$ cat src/rtl/picomips4test.sv
// Board-level top: radix-2 complex FFT butterfly on 8-bit signed data.
// Operands are keyed in on SW[7:0] with SW[8]; results are stepped out on LED.
module picomips4test (
  input  logic       fastclk,
  input  logic [9:0] SW,
  output logic [7:0] LED
);

  typedef enum logic [3:0] {
    CAP_RW, CAP_IW, CAP_RB, CAP_IB, CAP_RA, CAP_IA,
    COMPUTE, SHOW_RY, SHOW_IY, SHOW_RZ, SHOW_IZ
  } state_t;

  logic       rst;
  logic [7:0] din;
  assign rst = SW[9];
  assign din = SW[7:0];

  // Handshake: a press is a one-cycle pulse on the rising edge of the
  // synchronized SW[8]; holding yields one press, release yields none.
  logic sync1_q, sync2_q, prev_q, press;

  always_ff @(posedge fastclk) begin
    if (rst) begin
      sync1_q <= 1'b1;
      sync2_q <= 1'b1;
      prev_q  <= 1'b1;
    end else begin
      sync1_q <= SW[8];
      sync2_q <= sync1_q;
      prev_q  <= sync2_q;
    end
  end

  assign press = sync2_q & ~prev_q;

  state_t     state_q, state_d;
  logic [7:0] rw_q, iw_q, rb_q, ib_q, ra_q, ia_q;
  logic [7:0] rw_d, iw_d, rb_d, ib_d, ra_d, ia_d;
  logic [7:0] ry_q, iy_q, rz_q, iz_q, led_q;
  logic [7:0] ry_d, iy_d, rz_d, iz_d, led_d;
  logic [7:0] tr, ti;

  // Q1.7 multiply: bits [14:7] of the full product floor-divide by 128.
  function automatic logic [7:0] qmul(input logic signed [7:0] a,
                                      input logic signed [7:0] b);
    logic signed [15:0] p;
    p = a * b;
    return p[14:7];
  endfunction

  assign tr = qmul(rb_q, rw_q) - qmul(ib_q, iw_q);
  assign ti = qmul(rb_q, iw_q) + qmul(ib_q, rw_q);

  always_comb begin
    state_d = state_q;
    rw_d = rw_q; iw_d = iw_q; rb_d = rb_q; ib_d = ib_q; ra_d = ra_q; ia_d = ia_q;
    ry_d = ry_q; iy_d = iy_q; rz_d = rz_q; iz_d = iz_q;
    led_d = led_q;
    case (state_q)
      CAP_RW:  if (press) begin rw_d = din; led_d = din; state_d = CAP_IW; end
      CAP_IW:  if (press) begin iw_d = din; led_d = din; state_d = CAP_RB; end
      CAP_RB:  if (press) begin rb_d = din; led_d = din; state_d = CAP_IB; end
      CAP_IB:  if (press) begin ib_d = din; led_d = din; state_d = CAP_RA; end
      CAP_RA:  if (press) begin ra_d = din; led_d = din; state_d = CAP_IA; end
      CAP_IA:  if (press) begin ia_d = din; led_d = din; state_d = COMPUTE; end
      COMPUTE: begin
        ry_d    = ra_q + tr;
        iy_d    = ia_q + ti;
        rz_d    = ra_q - tr;
        iz_d    = ia_q - ti;
        led_d   = ra_q + tr;
        state_d = SHOW_RY;
      end
      SHOW_RY: if (press) begin led_d = iy_q; state_d = SHOW_IY; end
      SHOW_IY: if (press) begin led_d = rz_q; state_d = SHOW_RZ; end
      SHOW_RZ: if (press) begin led_d = iz_q; state_d = SHOW_IZ; end
      SHOW_IZ: if (press) begin led_d = 8'h00; state_d = CAP_RW; end
      default: begin led_d = 8'h00; state_d = CAP_RW; end
    endcase
  end

  always_ff @(posedge fastclk) begin
    if (rst) begin
      state_q <= CAP_RW;
      rw_q <= '0; iw_q <= '0; rb_q <= '0; ib_q <= '0; ra_q <= '0; ia_q <= '0;
      ry_q <= '0; iy_q <= '0; rz_q <= '0; iz_q <= '0;
      led_q <= '0;
    end else begin
      state_q <= state_d;
      rw_q <= rw_d; iw_q <= iw_d; rb_q <= rb_d; ib_q <= ib_d; ra_q <= ra_d; ia_q <= ia_d;
      ry_q <= ry_d; iy_q <= iy_d; rz_q <= rz_d; iz_q <= iz_d;
      led_q <= led_d;
    end
  end

  assign LED = led_q;

endmodule

$ cat config.mk
export PLATFORM = sky130hd
export DESIGN_NAME = picomips4test
export DESIGN_NICKNAME = d
export VERILOG_FILES = /design/src/rtl/picomips4test.sv
export SDC_FILE = /design/constraint.sdc
export NUM_CORES = 1
export LEC_CHECK = 0
export CAP_MARGIN = 10
export CORE_AREA = 10 10 226 228
export CTS_BUF_LIST = sky130_fd_sc_hd__clkbuf_4
export CTS_CLUSTER_SIZE = 20
export DETAILED_ROUTE_END_ITERATION = 8
export DIE_AREA = 0 0 236 238
export GPL_TIMING_DRIVEN = 1
export PLACE_DENSITY_LB_ADDON = 0.1
export SLEW_MARGIN = 20
export SYNTH_ARGS = -nofsm -noshare
export SYNTH_HDL_FRONTEND = slang
export SYNTH_SLANG_ARGS = --single-unit
$ cat constraint.sdc
create_clock -name fastclk -period 20.4 [get_ports fastclk]
set_input_delay 3.06 -clock fastclk [delete_from_list [all_inputs] [get_ports fastclk]]
set_output_delay 3.06 -clock fastclk [all_outputs]
set_load 0.005 [all_outputs]
==> impl_metrics.json <==
{
  "status": "complete, no violations",
  "log.warning_count": 40,
  "maxCapViolations": 0,
  "rsz0062_at_grt": "false",
  "r2r-start": "ib_q[6]",
  "routabilityCongestion": 0.755,
  "drt-initial-drc-count": 443,
  "arrival_ns": 7.76,
  "setup_tns_ns": 0,
  "wire_per_inst_um": 17.1,
  "p_comb_uw": 45.1,
  "critical_path.most_common_cell": "fa_1",
  "drv_slew": 0,
  "layout.nonclk_buf_frac": 0.0180,
  "comb_cells": 1113,
  "top_cell": "inv_1",
  "relSlewSlack": 0.335,
  "top_layer": "met4",
  "powerDensity_nw_per_um2": 22.0,
  "largest_area_cell": "fa_1",
  "dr.pass1.iters": 4,
  "p_leak_uw": 0.00707,
  "antenna_found_initial": 0,
  "cts_setup_buffers": 0,
  "finalSetupViolations": 0,
  "critPathBufInv": 3,
  "min_path_cells": 1,
  "overflow": 0,
  "drive_gt1_frac": 0.0313,
  "nFlopsAndLatches": 86,
  "seq_share": 0.117,
  "nNetsFinal": 1891,
  "lay_top_cells": "inv_1 (291), fa_1 (206), and2_1 (145)",
  "path_clk_slew_ns": 0.19,
  "mux_share": 0.0384,
  "placed_cell_area_um2": 14600,
  "grt_pass1_wl_um": 60200,
  "crit_type": "reg -> reg",
  "cp-end-kind": "flop",
  "slowest_stage": "dfxtp_1",
  "die_x_um": 236,
  "cts_sinks": 86,
  "cp_slowest_stage_delay_ns": 0.83,
  "worst_pin_slew_ns": 0.998,
  "port_buffers": 18,
  "mostFrequentLayoutCell": "inv_1",
  "ys_sh_simple": 0.161,
  "grt_use_total": 0.134,
  "grt_max_degree": 87,
  "xor_area_frac": 0.0672,
  "crit_family": "adder cells",
  "place_inst": 2127,
  "ir_drop_mv": 0.0232,
  "largest_cell_class": "multi-input combinational cells",
  "diodes": 0,
  "synth_flops": 86,
  "startpoint_type": "flop",
  "path_max_fanout": 17,
  "wl_met1_um": 18300,
  "avgViaCountPerCell": 4.53,
  "min_path_type": "reg -> reg",
  "common_cells": "inv_1 (291), fa_1 (206), and2_1 (145)",
  "power_switching_uw": 107,
  "p_int_uw": 217,
  "finalCriticalPeriod_ns": 7.41,
  "ctsHoldBuffers": 0,
  "synth_nets": 1918,
  "final_antenna_net_count": 0,
  "register_area_um2": 1720,
  "finalCritPeriodShare": 0.363,
  "hold-worst-slack_ns": 0.439,
  "ys_seq_frac": 0.125,
  "synth-main-ff-cell": "dfxtp_1",
  "row_count": 79,
  "fp_util": 0.298,
  "dp_hpwl_um": 28900,
  "chipArea_um2": 56200,
  "power.group.top": "registers",
  "min_to": "sync2_q",
  "ios": 19,
  "edf_count": 0,
  "synthCells": 1558,
  "synth_chip_area_um2": 13800,
  "comb_area_frac": 0.729,
  "cts_resized": 0,
  "grt_use_met3": 0.00977,
  "grt.busiest_layer": "met2",
  "compound_area_frac": 0.0823,
  "rr_worst_depth": 25,
  "fillers": 4913,
  "synth.top_cell.area_share": 0.298,
  "core_um2": 46400,
  "fp.dieH_um": 238,
  "p_sw_frac": 0.330,
  "syn_avg_cell_area_um2": 8.87,
  "crit_required_ns": 20.75,
  "use_met1": 0.190,
  "synth_warnings": 0,
  "p_seq_uw": 171,
  "p_total_uw": 324,
  "comb_area_um2": 10700,
  "cts-root-buf": "clkbuf_4",
  "htreeDepth": 3,
  "clkPwrFrac": 0.333
}
Placed standard cells:
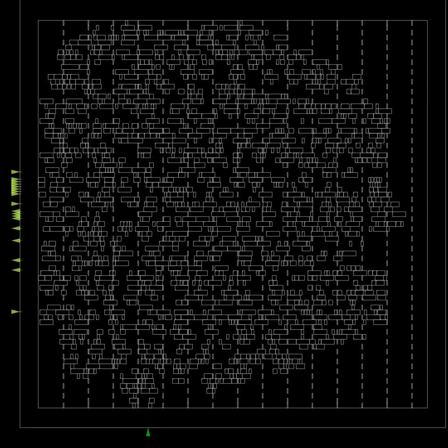
Finished Layout Cells: 2,143
# Taps: 607
Final Core Density: 0.318

Met3 routing:
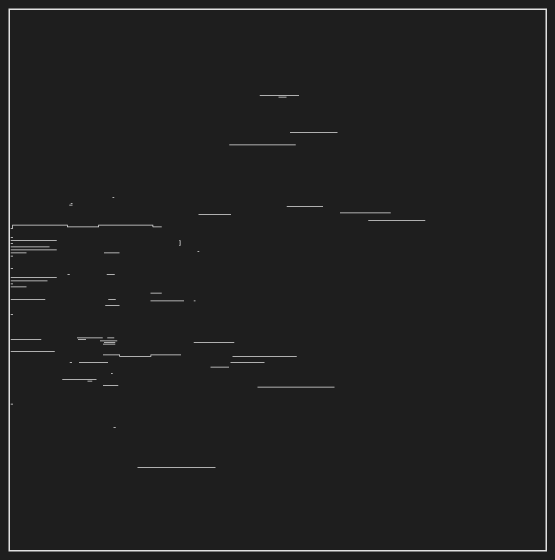
The longest straight run is 34.0 um. The layer carries 659 um of wire.
total number of vias: 9,706
Total Wirelength: 36,600 um

Clock wires, drivers and flops:
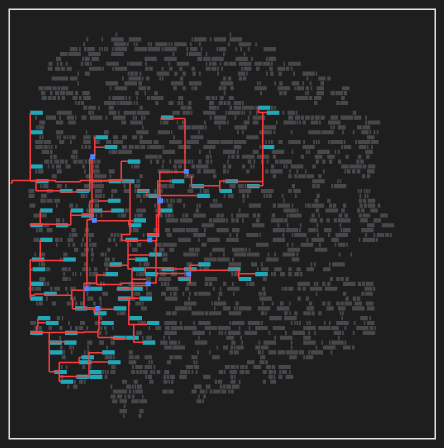
Key: blue = cells driving clock nets [count 9]; red = clock wires [length 1,420 um]; cyan = flip-flops [count 86]
There are 10 routed clock nets.
Layout Skew: 0.0341 ns
Clock Latency Late Sink: 0.50 ns
clock-net power: 108 uW

Cells by drive strength:
The bar under the picture is 50 um long.
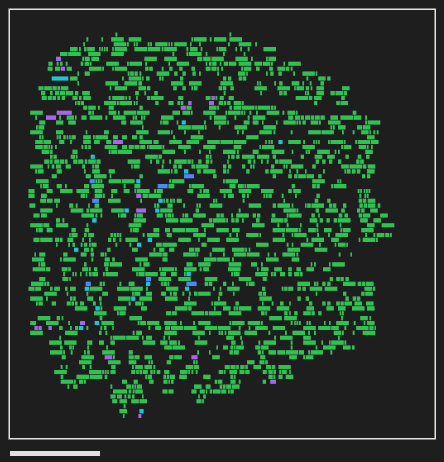
Key: cyan = drive 3 to 4 [cells 22, share 1.4%]; purple = drive 2 [cells 19, share 1.2%]; blue = drive 6 and up [cells 7, share 0.46%]; green = drive 1 or less [cells 1,488, share 97%]
setup ws final: 12.99 ns
post-route cell area: 14,700 um2
buffers outside the clock class: 30
Area Growth Syn to Fin: 6.56%

Power is estimated from default activity; no workload was simulated.
